**config.mk**
```make
export PLATFORM = sky130hd
export DESIGN_NAME = arbitro_saida_som
export DESIGN_NICKNAME = d
export VERILOG_FILES = /design/src/rtl/som_pkg.sv /design/src/rtl/contador_duracao.sv /design/src/rtl/arbitro_saida_som.sv
export SDC_FILE = /design/constraint.sdc
export NUM_CORES = 1
export LEC_CHECK = 0
export ABC_AREA = 1
export CAP_MARGIN = 25
export CORE_MARGIN = 3
export CORE_UTILIZATION = 53
export CTS_CLUSTER_SIZE = 12
export DETAILED_ROUTE_END_ITERATION = 6
export PLACE_DENSITY_LB_ADDON = 0.1
export SLEW_MARGIN = 25
export SYNTH_ARGS = -nofsm -noshare
export SYNTH_HDL_FRONTEND = slang
export SYNTH_SLANG_ARGS = --single-unit
```
**constraint.sdc**
```tcl
create_clock -name clock -period 2.15 [get_ports clock]
set_input_delay 0.645 -clock clock [delete_from_list [all_inputs] [get_ports clock]]
set_output_delay 0.645 -clock clock [all_outputs]
set_load 0.01 [all_outputs]
```
**src/rtl/som_pkg.sv**
```systemverilog
// Shared definitions for the tone-generator arbiter: state codes, note codes
// and the timing-counter width helper.
package som_pkg;

    localparam int unsigned NOTE_W = 4;

    localparam logic [NOTE_W-1:0] NOTA_SILENCIO = '0;
    localparam logic [NOTE_W-1:0] CLICK_NOTE    = 4'hF;

    typedef enum logic [2:0] {
        StOcioso   = 3'd0,
        StSilencio = 3'd1,
        StTocaMem  = 3'd2,
        StTocaJog  = 3'd3,
        StClick    = 3'd4
    } estado_t;

    // Width needed to hold (largest duration - 1); never narrower than 1 bit.
    function automatic int unsigned cnt_width(input int unsigned a, input int unsigned b,
                                              input int unsigned c);
        int unsigned m;
        m = a;
        if (b > m) m = b;
        if (c > m) m = c;
        return (m < 2) ? 1 : $clog2(m);
    endfunction

endpackage

```
**src/rtl/contador_duracao.sv**
```systemverilog
// Loadable duration counter shared by hold, click and gap timing.
// Counts up saturating at 'limite', or down saturating at zero; 'fim' flags
// the terminal value for the current direction.
module contador_duracao #(
    parameter int unsigned Width = 8
) (
    input  logic             clock,
    input  logic             reset,
    input  logic             carga,
    input  logic [Width-1:0] valor_carga,
    input  logic             habilita,
    input  logic             conta_cima,
    input  logic [Width-1:0] limite,
    output logic             fim
);

    logic [Width-1:0] cnt_q;

    // Count register: load has priority over counting.
    always_ff @(posedge clock or posedge reset) begin
        if (reset) begin
            cnt_q <= '0;
        end else if (carga) begin
            cnt_q <= valor_carga;
        end else if (habilita) begin
            if (conta_cima) begin
                if (cnt_q != limite) cnt_q <= cnt_q + Width'(1);
            end else begin
                if (cnt_q != '0) cnt_q <= cnt_q - Width'(1);
            end
        end
    end

    // Terminal flag depends on the counting direction.
    always_comb begin
        fim = conta_cima ? (cnt_q == limite) : (cnt_q == '0);
    end

endmodule

```
**src/rtl/arbitro_saida_som.sv**
```systemverilog
// Arbiter for the shared tone generator: grants playback, player or metronome
// click one at a time, enforcing a minimum note hold and a silence gap.
// Optional build macro JOGADOR_PREEMPTA_EN: a player request cuts a playback
// note immediately instead of waiting for the minimum hold.
module arbitro_saida_som
    import som_pkg::*;
#(
    parameter int unsigned CLICK_CYCLES = 50000,
    parameter int unsigned MIN_HOLD     = 5000000,
    parameter int unsigned GAP_CYCLES   = 500000
) (
    input  logic              clock,
    input  logic              reset,
    input  logic              metro_en,
    input  logic              tick_metro,
    input  logic              req_mem,
    input  logic [NOTE_W-1:0] nota_mem,
    input  logic              req_jog,
    input  logic [NOTE_W-1:0] nota_jog,
    output logic              gnt_mem,
    output logic              gnt_jog,
    output logic [NOTE_W-1:0] nota_saida,
    output logic              som_ativo,
    output logic              click,
    output logic              ocupado,
    output logic [2:0]        db_estado
);

    localparam int unsigned CntW = cnt_width(MIN_HOLD, CLICK_CYCLES, GAP_CYCLES);

    localparam logic [CntW-1:0] HoldMax  = CntW'(MIN_HOLD - 1);
    localparam logic [CntW-1:0] ClickIni = CntW'(CLICK_CYCLES - 1);
    localparam logic [CntW-1:0] GapIni   = CntW'(GAP_CYCLES - 1);

    estado_t           st_q, st_d;
    logic              click_pend_q, click_pend_d;
    logic [NOTE_W-1:0] nota_q, nota_d;

    logic            cnt_carga;
    logic [CntW-1:0] cnt_valor;
    logic            cnt_hab;
    logic            cnt_cima;
    logic            cnt_fim;
    logic            tick_ok;
    logic            entra_click;
    logic            libera;

    // Hold timing counts up from the grant; click and gap count down.
    assign cnt_cima = (st_q == StTocaMem) || (st_q == StTocaJog);
    assign tick_ok  = tick_metro & metro_en;

    contador_duracao #(
        .Width(CntW)
    ) u_contador (
        .clock      (clock),
        .reset      (reset),
        .carga      (cnt_carga),
        .valor_carga(cnt_valor),
        .habilita   (cnt_hab),
        .conta_cima (cnt_cima),
        .limite     (HoldMax),
        .fim        (cnt_fim)
    );

    // Next-state, counter control and note latch.
    always_comb begin
        st_d        = st_q;
        nota_d      = nota_q;
        cnt_carga   = 1'b0;
        cnt_valor   = '0;
        cnt_hab     = 1'b0;
        entra_click = 1'b0;
        libera      = 1'b0;
        case (st_q)
            StOcioso: begin
                // A tick arriving this cycle counts, so a click beats a same-cycle request.
                if (click_pend_q || tick_ok) begin
                    st_d        = StClick;
                    cnt_carga   = 1'b1;
                    cnt_valor   = ClickIni;
                    nota_d      = CLICK_NOTE;
                    entra_click = 1'b1;
                end else if (req_jog) begin
                    st_d      = StTocaJog;
                    cnt_carga = 1'b1;
                    nota_d    = nota_jog;
                end else if (req_mem) begin
                    st_d      = StTocaMem;
                    cnt_carga = 1'b1;
                    nota_d    = nota_mem;
                end
            end
            StTocaMem: begin
                cnt_hab = 1'b1;
`ifdef JOGADOR_PREEMPTA_EN
                libera = req_jog || (cnt_fim && !req_mem);
`else
                libera = cnt_fim && (!req_mem || req_jog);
`endif
                if (libera) begin
                    st_d      = StSilencio;
                    cnt_carga = 1'b1;
                    cnt_valor = GapIni;
                end
            end
            StTocaJog: begin
                cnt_hab = 1'b1;
                if (cnt_fim && !req_jog) begin
                    st_d      = StSilencio;
                    cnt_carga = 1'b1;
                    cnt_valor = GapIni;
                end
            end
            StClick: begin
                cnt_hab = 1'b1;
                if (cnt_fim) begin
                    st_d      = StSilencio;
                    cnt_carga = 1'b1;
                    cnt_valor = GapIni;
                end
            end
            StSilencio: begin
                cnt_hab = 1'b1;
                if (cnt_fim) st_d = StOcioso;
            end
            default: st_d = StOcioso;
        endcase
        // Ticks collapse into one pending click; disabling the metronome drops it.
        click_pend_d = metro_en && (click_pend_q || tick_metro) && !entra_click;
    end

    // State, pending-click flag and latched note.
    always_ff @(posedge clock or posedge reset) begin
        if (reset) begin
            st_q         <= StOcioso;
            click_pend_q <= 1'b0;
            nota_q       <= NOTA_SILENCIO;
        end else begin
            st_q         <= st_d;
            click_pend_q <= click_pend_d;
            nota_q       <= nota_d;
        end
    end

    // Moore outputs decoded from state and latched note only.
    always_comb begin
        gnt_mem    = 1'b0;
        gnt_jog    = 1'b0;
        som_ativo  = 1'b0;
        click      = 1'b0;
        ocupado    = 1'b1;
        nota_saida = NOTA_SILENCIO;
        case (st_q)
            StOcioso:   ocupado = 1'b0;
            StSilencio: ocupado = 1'b1;
            StTocaMem: begin
                gnt_mem    = 1'b1;
                som_ativo  = 1'b1;
                nota_saida = nota_q;
            end
            StTocaJog: begin
                gnt_jog    = 1'b1;
                som_ativo  = 1'b1;
                nota_saida = nota_q;
            end
            StClick: begin
                click      = 1'b1;
                som_ativo  = 1'b1;
                nota_saida = CLICK_NOTE;
            end
            default: ocupado = 1'b0;
        endcase
    end

    assign db_estado = st_q;

endmodule

```
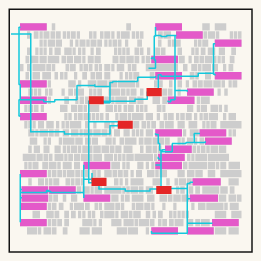
**Above:** clock distribution.
Scale: 3 px per um.
legend:
  cyan:
    item: clock wires
    length: 515 um
  magenta:
    item: flip-flops
    count: 31
  red:
    item: cells driving clock nets
    count: 5
flops lie: all over the die
Latency at later pin: 300 ps
Clock Skew: 9.28 ps

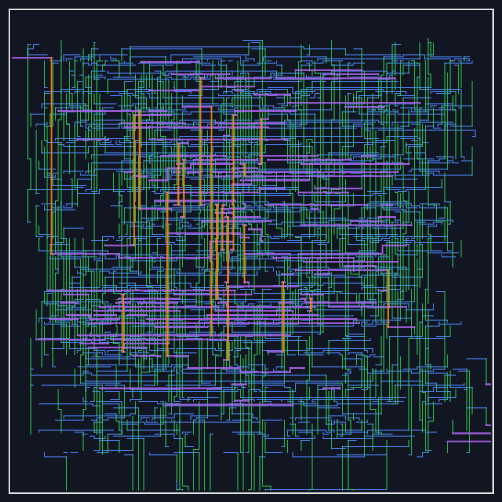
**Above:** metal layers overlaid.
Scale: 6 px per um.
legend:
  purple:
    layer: met3
    wire_length: 1180 um
  blue:
    layer: met1
    wire_length: 4420 um
  green:
    layer: met2
    wire_length: 4580 um
  orange:
    layer: met4
    wire_length: 297 um
WL final: 10500 um
via count: 3747

==> results.cfg <==
; generated from flow reports
[run_status]
status = completed

[logic_synthesis]
yosysWarnings = 0
ff_type = dfrtp_1
ys_cells = 494
largest_area_cell = dfrtp_1
synthTopCellsByCount = 160 x nand2_1, 64 x inv_1, 62 x nor2_1, 53 x nand3_1, 31 x dfrtp_1
synth_nets = 510
synthSimpleGateAreaFrac_pct = 45.2
ys_sh_xor_pct = 2.99
compound_area_share_pct = 13.0
synth_cell_type_count = 34
async_flop_share_pct = 100
mux_share_pct = 0
ys_area_sq_um = 2930
top_cell_area_share_pct = 26.4
syn_area_per_cell_sq_um = 5.94
synth-edff-count = 0
fa_ha_area_share_pct = 0.853

[finish]
sh_seq_area_pct = 19.2
top_register = u_contador.cnt_q
non_clock_buffer_count = 89
buf_share_pct = 18.0
n_fill_cell = 408
largestClassByArea = logic gates
post-route-util_pct = 77.3
syn_to_final_growth_pct = 38.0
final_cell_area_sq_um = 4050
nNetsFinal = 598
logic_area_sq_um = 2080

[sta]
period_used_pct = 98.7
slew_violations = 0
finalHoldViolCount = 0
setup_viol = 0
relSlewSlack_pct = 67.6
tns_ps = 0
max_clock_freq_ghz = 0.471
setup_slack_ps = 27.6

[cts]
cts_root_buf = clkbuf_8
postCtsHoldBufs = 0
htree_levels = 2

[worst_setup_path]
worstSetupPathType = reg2reg
r2r-end = u_contador.cnt_q[2]
crit_chain = nor2_1, nand3_1, nor3_1, nand2_1, nand2_2, nand2_2, nand2_2, buf_4, nor2_1, a21oi_1, a21oi_1
cp.required_ps = 2320
crit_slowest_cell = dfrtp_1
reg2regPathDepth = 11
start_kind = flop
critPathBufInv = 1

[die]
die_y_um = 80.4
die_x_um = 80.4
initCoreUtil_pct = 56.0
ios = 26
dieArea_sq_um = 6460
fp.coreArea_sq_um = 5240

[routing]
dr.pass1.iters = 5
avgRoutedWirePerCell_um = 16.0
viasPerCell = 5.74
wl_met2_um = 4580
met3_length_um = 1180
highest_layer = met4

[grt]
gr-usage-met2_pct = 49.3
grt_max_degree = 32
antenna_found_initial = 0
grtUsageMet1_pct = 45.6

[min_path]
hold_class = reg2reg
hp-start = nota_q[2]

[placed_design]
placedInstanceArea_sq_um = 3620
io_buffers = 25

[job]
warnings = 28
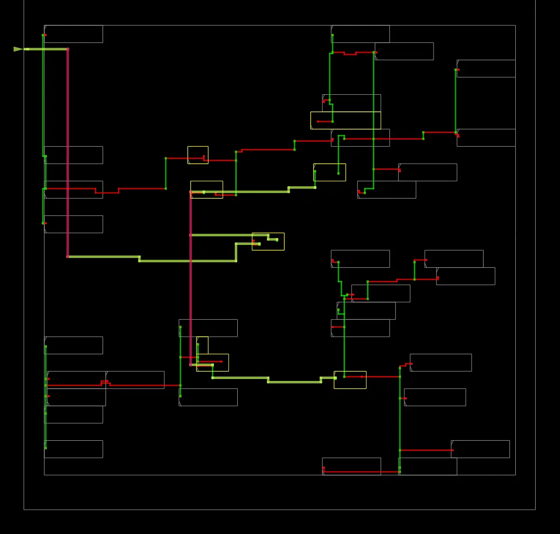
**Above:** the clock network.
number of CTS-inserted buffers: 5
clock sink total: 31
clock buffer count: 5
seq_cells: 31

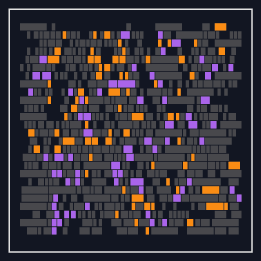
**Above:** logic cells by family.
Scale: 3 px per um.
legend:
  orange:
    family: NOR gates
    cells: 72
    most_used: nor2_1
  purple:
    family: inverting AOI/OAI gates
    cells: 67
    most_used: a21oi_1
    where: all over the die
most frequent logic cell in the layout: nand2_1
Final Non-Filler Cells: 653

cells in the final DEF, fill, tap and decap left out, types with 5 or more instances in the layout:
cell             instances
a21oi_1                 19
a21oi_2                  5
buf_4                   59
clkbuf_2                 6
clkbuf_8                 5
clkdlybuf4s50_1         15
dfrtp_1                 29
inv_1                   62
inv_2                    7
nand2_1                134
nand2_2                 27
nand3_1                 51
nand4_1                 10
nor2_1                  37
nor2_2                  22
nor2_4                   7
o21ai_0                 16
o21ai_1                  8
xor2_1                   5
